### src/rtl/ctrl_fsm.sv
// ctrl_fsm: multi-cycle instruction sequencer.
// Walks each instruction through FETCH/DECODE/EXEC/MEM/WB. It raises the
// memory and write-back strobes and counts cycles and retired instructions.
// If an awaited memory acknowledge does not arrive in time, it parks in TRAP.
//
// Handshake: o_imem_req / o_dmem_req stay high in their state until the
// matching ack is seen. The ack completes the transfer in the same cycle it is
// sampled high. Acks seen outside the requesting state are ignored.
module ctrl_fsm #(
  parameter int CNT_W   = 32,
  parameter int TIMEOUT = 16
) (
  input  logic             i_clk,
  input  logic             i_rst,
  input  logic [6:0]       i_opcode,
  input  logic             i_imem_ack,
  input  logic             i_dmem_ack,
  input  logic             i_resume,
  output logic [2:0]       o_state,
  output logic [5:0]       o_format,
  output logic             o_imem_req,
  output logic             o_ir_en,
  output logic             o_dmem_req,
  output logic             o_dmem_we,
  output logic             o_pc_wr,
  output logic             o_reg_wr_en,
  output logic             o_halt,
  output logic             o_trap,
  output logic [CNT_W-1:0] o_cycle_cnt,
  output logic [CNT_W-1:0] o_instret
);

  localparam logic [2:0] S_FETCH  = 3'd0;
  localparam logic [2:0] S_DECODE = 3'd1;
  localparam logic [2:0] S_EXEC   = 3'd2;
  localparam logic [2:0] S_MEM    = 3'd3;
  localparam logic [2:0] S_WB     = 3'd4;
  localparam logic [2:0] S_HALT   = 3'd5;
  localparam logic [2:0] S_TRAP   = 3'd6;

  localparam logic [6:0] OP_R      = 7'b0110011;
  localparam logic [6:0] OP_IMM    = 7'b0010011;
  localparam logic [6:0] OP_LUI    = 7'b0110111;
  localparam logic [6:0] OP_AUIPC  = 7'b0010111;
  localparam logic [6:0] OP_LOAD   = 7'b0000011;
  localparam logic [6:0] OP_STORE  = 7'b0100011;
  localparam logic [6:0] OP_BRANCH = 7'b1100011;
  localparam logic [6:0] OP_JAL    = 7'b1101111;
  localparam logic [6:0] OP_JALR   = 7'b1100111;
  localparam logic [6:0] OP_SYSTEM = 7'b1110011;

  // The wait count reaches WAIT_LAST on the TIMEOUT-th cycle without an ack.
  localparam logic [7:0] WAIT_LAST = 8'(TIMEOUT - 1);

  logic [2:0]       state, state_nxt;
  logic [5:0]       format_q, format_dec;
  logic [7:0]       wait_cnt;
  logic             halt_q, trap_q;
  logic [CNT_W-1:0] cycle_cnt, instret;
  logic             retire;
  logic             imem_req, ir_en, dmem_req, dmem_we, pc_wr, reg_wr_en;
  logic             is_store, is_mem;

  assign is_store = (i_opcode == OP_STORE);
  assign is_mem   = (i_opcode == OP_LOAD) || is_store;

  // Opcode to one-hot format. Unsupported and system opcodes decode to zero.
  always_comb begin
    format_dec = 6'b000000;
    case (i_opcode)
      OP_R:                      format_dec = 6'b000001;
      OP_IMM, OP_LOAD, OP_JALR:  format_dec = 6'b000010;
      OP_STORE:                  format_dec = 6'b000100;
      OP_BRANCH:                 format_dec = 6'b001000;
      OP_LUI, OP_AUIPC:          format_dec = 6'b010000;
      OP_JAL:                    format_dec = 6'b100000;
      default:                   format_dec = 6'b000000;
    endcase
  end

  // Next-state, strobe and retirement logic.
  always_comb begin
    state_nxt = state;
    retire    = 1'b0;
    imem_req  = 1'b0;
    ir_en     = 1'b0;
    dmem_req  = 1'b0;
    dmem_we   = 1'b0;
    pc_wr     = 1'b0;
    reg_wr_en = 1'b0;
    case (state)
      S_FETCH: begin
        imem_req = 1'b1;
        if (i_imem_ack) begin
          ir_en     = 1'b1;
          state_nxt = S_DECODE;
        end else if (wait_cnt == WAIT_LAST) begin
          state_nxt = S_TRAP;
        end
      end
      S_DECODE: begin
        if (i_opcode == OP_SYSTEM)  state_nxt = S_HALT;
        else if (format_dec == '0)  state_nxt = S_TRAP;
        else                        state_nxt = S_EXEC;
      end
      S_EXEC: begin
        if (is_mem) begin
          state_nxt = S_MEM;
        end else if (i_opcode == OP_BRANCH) begin
          pc_wr     = 1'b1;
          retire    = 1'b1;
          state_nxt = S_FETCH;
        end else begin
          state_nxt = S_WB;
        end
      end
      S_MEM: begin
        dmem_req = 1'b1;
        dmem_we  = is_store;
        if (i_dmem_ack) begin
          if (is_store) begin
            pc_wr     = 1'b1;
            retire    = 1'b1;
            state_nxt = S_FETCH;
          end else begin
            state_nxt = S_WB;
          end
        end else if (wait_cnt == WAIT_LAST) begin
          state_nxt = S_TRAP;
        end
      end
      S_WB: begin
        reg_wr_en = 1'b1;
        pc_wr     = 1'b1;
        retire    = 1'b1;
        state_nxt = S_FETCH;
      end
      S_HALT: begin
        if (i_resume) begin
          pc_wr     = 1'b1;
          state_nxt = S_FETCH;
        end
      end
      S_TRAP:  state_nxt = S_TRAP;
      default: state_nxt = S_TRAP;
    endcase
  end

  // State register plus sticky halt/trap flags.
  always_ff @(posedge i_clk or negedge i_rst) begin
    if (!i_rst) begin
      state  <= S_FETCH;
      halt_q <= 1'b0;
      trap_q <= 1'b0;
    end else begin
      state  <= state_nxt;
      halt_q <= (state_nxt == S_HALT);
      trap_q <= (state_nxt == S_TRAP);
    end
  end

  // Format is captured once per instruction, in DECODE.
  always_ff @(posedge i_clk or negedge i_rst) begin
    if (!i_rst)                format_q <= '0;
    else if (state == S_DECODE) format_q <= format_dec;
  end

  // Ack wait counter: restarts on every state change, counts cycles without an ack.
  always_ff @(posedge i_clk or negedge i_rst) begin
    if (!i_rst) begin
      wait_cnt <= '0;
    end else if (state_nxt != state) begin
      wait_cnt <= '0;
    end else if ((state == S_FETCH && !i_imem_ack) ||
                 (state == S_MEM && !i_dmem_ack)) begin
      wait_cnt <= wait_cnt + 8'd1;
    end
  end

  // Performance counters; both wrap naturally.
  always_ff @(posedge i_clk or negedge i_rst) begin
    if (!i_rst) begin
      cycle_cnt <= '0;
      instret   <= '0;
    end else begin
      if (state != S_HALT && state != S_TRAP) cycle_cnt <= cycle_cnt + 1'b1;
      if (retire)                             instret   <= instret + 1'b1;
    end
  end

  // Strobes are forced low while reset is held so no request survives reset.
  assign o_imem_req  = i_rst & imem_req;
  assign o_ir_en     = i_rst & ir_en;
  assign o_dmem_req  = i_rst & dmem_req;
  assign o_dmem_we   = i_rst & dmem_we;
  assign o_pc_wr     = i_rst & pc_wr;
  assign o_reg_wr_en = i_rst & reg_wr_en;

  assign o_state     = state;
  assign o_format    = format_q;
  assign o_halt      = halt_q;
  assign o_trap      = trap_q;
  assign o_cycle_cnt = cycle_cnt;
  assign o_instret   = instret;

endmodule

### config.mk
export PLATFORM = sky130hd
export DESIGN_NAME = ctrl_fsm
export DESIGN_NICKNAME = d
export VERILOG_FILES = /design/src/rtl/ctrl_fsm.sv
export SDC_FILE = /design/constraint.sdc
export NUM_CORES = 1
export LEC_CHECK = 0
export ABC_AREA = 0
export ABC_CLOCK_PERIOD_IN_PS = 3350
export CORE_ASPECT_RATIO = 1.5
export CORE_UTILIZATION = 51
export DETAILED_ROUTE_END_ITERATION = 8
export GPL_ROUTABILITY_DRIVEN = 0
export PLACE_DENSITY_LB_ADDON = 0.12
export RECOVER_POWER = 50
export SYNTH_ARGS = -nofsm -noshare
export SYNTH_HDL_FRONTEND = slang
export SYNTH_SLANG_ARGS = --single-unit
### constraint.sdc
create_clock -name i_clk -period 3.35 [get_ports i_clk]
set_input_delay 1.005 -clock i_clk [delete_from_list [all_inputs] [get_ports i_clk]]
set_output_delay 1.005 -clock i_clk [all_outputs]
set_load 0.01 [all_outputs]
**Pin map**

Pins as bars across the die edge, other pins in gray.
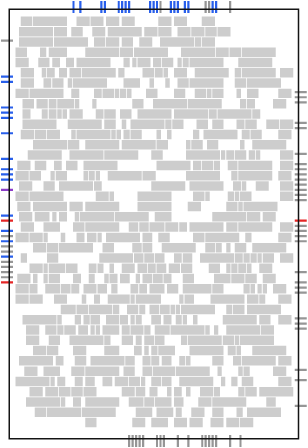
port	color	pins	direction	edge
`o_state`	red	3	output	2 west, 1 east
`o_cycle_cnt`	blue	32	output	18 north, 14 west
`o_trap`	purple	1	output	west
all pins by edge	29 east, 25 west, 22 north, 17 south

==> impl_metrics.toml <==
# generated from flow reports
[placement]
place_inst = 602
postPlaceCellArea_mm2 = 0.00535

[final_layout]
clock_buffers = 12
top_area_cell_class = "sequential cells"
clk_share = 0.0474
area_growth_pct = 35.7
fill_cells = 620
lay_top_cells = "83 x clkdlybuf4s50_1, 83 x dfrtp_1, 45 x xnor2_1"
flop_area_mm2 = 0.00208

[setup_path]
rr_worst_depth = 12
slowest_delay_ps = 410
r2r_start = "o_state[2]"
path_delay_family = "buffers and inverters"
critPathRequiredTime_ps = 2340
r2r_end = "o_instret[1]"

[clocking]
clock_latency_ps = 330
cts_buffer_depth = 2
cts_resized = 10

[logic_synthesis]
aoi_share = 0.0718
ys_ff = 83
ys_sh_mux = 0.0104
ys_top_cells_by_area = "dfrtp_1 49%, xnor2_1 9.4%, xor2_1 5.0%"

[route]
drt_iter0_drc = 158
wl_met3_um = 383
wl_met1_mm = 3.90
detail-route-antenna-nets = 0

[floorplanning]
die_width_um = 76.1

[timing]
drv_slew = 67
finalSetupTns_ps = 0
fmax_mhz = 303

[run_status]
violations = "max-capacitance violations, max-slew violations"
status = "finished with violations"

[power]
seq-power_uw = 1250
switching_power_uw = 1080
p_per_area_mw_per_mm2 = 569

[global_routing]
grt_pass1_wl_mm = 15.9

[job]
maxCapViolCount = 1
**Congestion heat map**

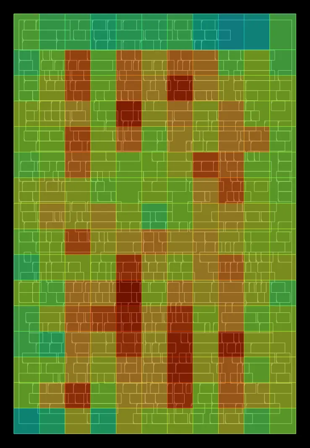
global routing usage on met3: 0.0460
mean routed wirelength per cell: 14.9 um
met2 Track Usage GR: 0.413
global-route met1 utilization: 0.268
GRT Max-Usage Layer: met2

